**src/rtl/fsm_timed.sv**
```systemverilog
// Three-state control FSM (S0/S1/S2) with per-state dwell counter, S1 fixed duration and S2 timeout.
// Optional feature macro FSM_STATS_EN: when defined, s1_visits counts entries into S1; otherwise it is tied to 0.
module fsm_timed #(
    parameter int CNT_W      = 8,
    parameter int S1_CYCLES  = 4,
    parameter int S2_TIMEOUT = 16,
    parameter int RST_STATE  = 1
) (
    input  logic             clk,
    input  logic             rst,
    input  logic             in1,
    input  logic             in2,
    output logic             out1,
    output logic             out2,
    output logic [1:0]       state_o,
    output logic [CNT_W-1:0] dwell,
    output logic             timeout,
    output logic [CNT_W-1:0] s1_visits
);

    typedef enum logic [1:0] {
        ST_S0  = 2'd0,
        ST_S1  = 2'd1,
        ST_S2  = 2'd2,
        ST_BAD = 2'd3
    } state_t;

    localparam logic [CNT_W-1:0] S1_LAST   = CNT_W'(S1_CYCLES - 1);
    localparam logic [CNT_W-1:0] S2_LAST   = CNT_W'(S2_TIMEOUT - 1);
    localparam logic [CNT_W-1:0] DWELL_MAX = {CNT_W{1'b1}};
    localparam state_t           RST_ENC   = state_t'(2'(RST_STATE));

    if (S1_CYCLES < 1 || longint'(S1_CYCLES) > (longint'(1) << CNT_W)) begin : g_bad_s1
        $error("fsm_timed: S1_CYCLES=%0d out of range 1..2**CNT_W", S1_CYCLES);
    end
    if (S2_TIMEOUT < 2 || longint'(S2_TIMEOUT) > (longint'(1) << CNT_W)) begin : g_bad_s2
        $error("fsm_timed: S2_TIMEOUT=%0d out of range 2..2**CNT_W", S2_TIMEOUT);
    end
    if (RST_STATE < 0 || RST_STATE > 2) begin : g_bad_rst
        $error("fsm_timed: RST_STATE=%0d out of range 0..2", RST_STATE);
    end

    state_t           state_q, state_d;
    logic [CNT_W-1:0] dwell_q, dwell_d;
    logic             timeout_q, timeout_d;

    always_comb begin
        state_d   = state_q;
        timeout_d = 1'b0;
        case (state_q)
            ST_S0: if (in1) state_d = ST_S1;
            ST_S1: if (dwell_q == S1_LAST) state_d = ST_S2;
            ST_S2: begin
                // Input-driven exits take priority, so a timeout is flagged only when nothing else fires.
                if (in1 && in2) begin
                    state_d = ST_S1;
                end else if (!in1) begin
                    state_d = ST_S0;
                end else if (dwell_q == S2_LAST) begin
                    state_d   = ST_S0;
                    timeout_d = 1'b1;
                end
            end
            default: state_d = ST_S0;
        endcase

        if (state_d != state_q) begin
            dwell_d = '0;
        end else if (dwell_q == DWELL_MAX) begin
            dwell_d = dwell_q;
        end else begin
            dwell_d = dwell_q + CNT_W'(1);
        end
    end

    always_ff @(posedge clk) begin
        if (rst) begin
            state_q   <= RST_ENC;
            dwell_q   <= '0;
            timeout_q <= 1'b0;
        end else begin
            state_q   <= state_d;
            dwell_q   <= dwell_d;
            timeout_q <= timeout_d;
        end
    end

    assign out1    = (state_q == ST_S0) || (state_q == ST_S2);
    assign out2    = (state_q == ST_S1);
    assign state_o = state_q;
    assign dwell   = dwell_q;
    assign timeout = timeout_q;

`ifdef FSM_STATS_EN
    logic [CNT_W-1:0] s1_visits_q, s1_visits_d;

    always_comb begin
        s1_visits_d = s1_visits_q;
        if (state_d == ST_S1 && state_q != ST_S1) begin
            s1_visits_d = s1_visits_q + CNT_W'(1);
        end
    end

    always_ff @(posedge clk) begin
        if (rst) begin
            s1_visits_q <= '0;
        end else begin
            s1_visits_q <= s1_visits_d;
        end
    end

    assign s1_visits = s1_visits_q;
`else
    assign s1_visits = '0;
`endif

endmodule

```
**config.mk**
```make
export PLATFORM = sky130hd
export DESIGN_NAME = fsm_timed
export DESIGN_NICKNAME = d
export VERILOG_FILES = /design/src/rtl/fsm_timed.sv
export SDC_FILE = /design/constraint.sdc
export NUM_CORES = 1
export LEC_CHECK = 0
export CORE_MARGIN = 10
export CORE_UTILIZATION = 41
export CTS_CLUSTER_DIAMETER = 200
export DETAILED_ROUTE_END_ITERATION = 7
export PLACE_DENSITY = 0.76
export SLEW_MARGIN = 20
export SYNTH_ARGS = -nofsm -noshare
export SYNTH_HDL_FRONTEND = slang
export SYNTH_SLANG_ARGS = --single-unit
```
**constraint.sdc**
```tcl
create_clock -name clk -period 2.1 [get_ports clk]
set_input_delay 0.315 -clock clk [delete_from_list [all_inputs] [get_ports clk]]
set_output_delay 0.315 -clock clk [all_outputs]
set_load 0.02 [all_outputs]
```
Fig. 1: M3 wires
Cells faint in the background.
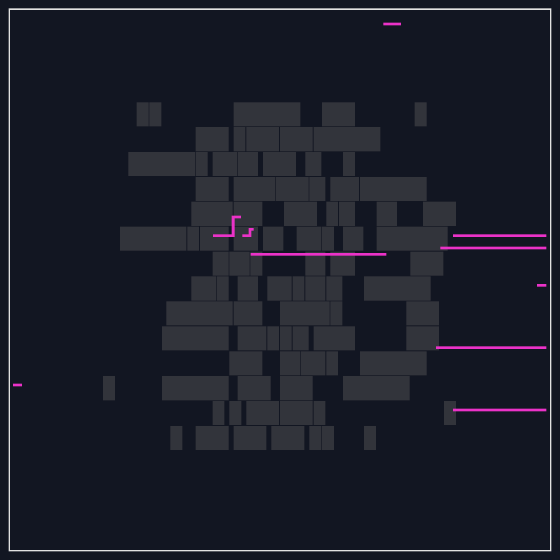
- share of all routed wire: 4.9%
- longest straight run: 14.5 um
- nets with wire on the layer: 9

Fig. 2: routing congestion
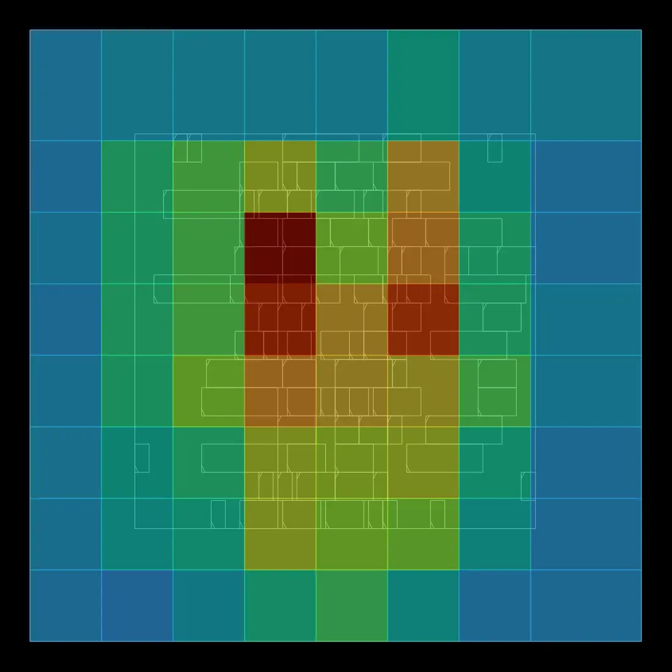
GRT Resource Usage Total: 8.42%
gr busiest metal: met2

Fig. 3: cells by drive strength
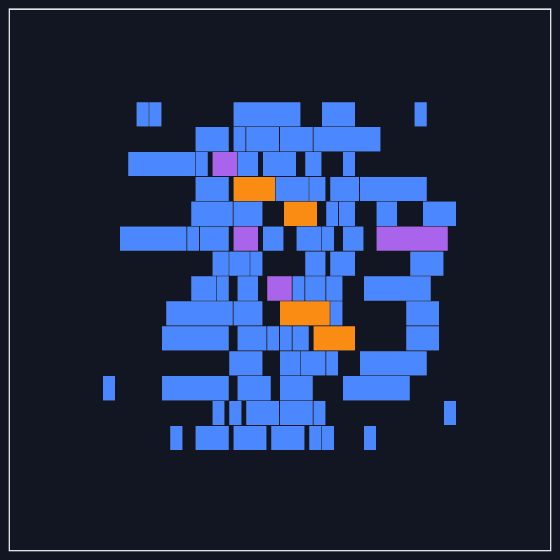
- blue: drive 1 or less (cells 80; share 91%; most used clkdlybuf4s50_1)
- purple: drive 3 to 4 (cells 4; share 4.5%; most used clkbuf_4)
- orange: drive 2 (cells 4; share 4.5%; most used a211oi_2)
P&R area growth vs syn: 26.9%
Finished Cell Area: 791 um2
final setup margin: 0.167 ns
non-clock buffer count: 16

[per-layer routing]
layer,track usage (%),wire length (um),vias to the layer above
met2,14.1,700,12
met5,0,0,-
met3,3.00,66,2
met1,8.83,567,255
li1,-,-,280
met4,4.92,25,0
[placed cells by master (no fill, tap or decap), types with 3 or more instances in the layout]
cell type and instances:
dfxtp_1 11, clkbuf_4 3, inv_1 3, nor2_1 11, conb_1 8, clkdlybuf4s50_1 16
and3_1 3
[cell type report]
| type | instances | area share [%] |
|---|---|---|
| Inverter | 3 | 1.42 |
| Clock buffer | 4 | 3.32 |
| Tap cell | 16 | 2.53 |
| Timing Repair Buffer | 16 | 20.3 |
| Multi-Input combinational cell | 54 | 44.6 |
| Sequential cell | 11 | 27.8 |
[sequential cells by signal, summed over array words and instances, names as in the netlist]
name     cells
dwell        8
timeout      1
state_o      2
==> reports/results.txt <==
Placement Rows - 14
# IOs - 25
CTS root buffer - clkbuf_4
ANT nets after route - 0
Top pwr grp - sequential cells
FF/Latch Area - 220 um2
comb pwr - 0.241 mW
CTS tree - built
Synth Cell Area - 623 um2
Crit Path Class - flip-flop to output pin
Sw Ratio - 36.6%
XORs/XNORs by Area - 2.81%
Crit path max-delay family - buffers and inverters
hold_sp - dwell[1]
minimum clock period - 1.93 ns
first-pass GRT wire length - 2310 um
WP data arrival - 1.62 ns
ys cells - 70
final setup fails - 0
Flops after synth - 11
R2R Setup Slk - 0.30 ns
port bufs - 16
Worst path depth - 3
area leader, netlist - dfxtp_1
Critical Path Fanout Max - 8
total congestion overflow - 0
mux share - 1.61%
Synth cell types - 32
total negative slack - 0 ns
status - complete, no violations
Gate Area - 353 um2
Final Net Count - 94
# fillers - 142
crit path buf inv count - 2
LEAKAGE - 0.310 nW
via-per-instance ratio - 5.28
drt first pass iters - 6
Log Warnings - 26
Tcrit/Tclk final - 92.1%
ys flop type - dfxtp_1
Main logic family - simple AND/OR/NAND/NOR gates
Sink Count - 11
Hold Crit Depth - 2
layout cells sized above 1 - 9.09%
Final Hold Fails - 0
simple share - 28.5%
core box area - 1470 um2
internal power - 0.419 mW
pre-CTS setup slack - 0.328 ns
share of total power in the clock network - 21.5%
initial antenna violation count - 0
crit path cell chain - inv_1 > nor2_1 > clkdlybuf4s50_1
post-CTS setup buffers - 0
top cells, area - dfxtp_1, buf_4, nor2_1, a211oi_2, nor4_4
PD cells - 835 nW/um2
DR vias - 549
yosys aoi share - 16.9%
flip-flops with a built-in enable - 0
Max H-tree Level - 1
WP data required - 1.78 ns
GPL Wtd Cong - 0.717
Clk pin slew, worst setup/hold paths - 0.07 ns
Worst Clk Skew - 0.00130 ns
Synth Instances - 70
Final Max Tran Viols - 0
total net switching power - 0.242 mW
Die Y - 59.0 um
RSZ-0062 raised after global routing - false
Die Width - 59.0 um
register share of total power - 42.1%
Worst path slowest cell - clkdlybuf4s50_1
worst-skew pair later-pin latency - 0.26 ns
reg2reg path depth - 5
Power is estimated from default activity; no workload was simulated.
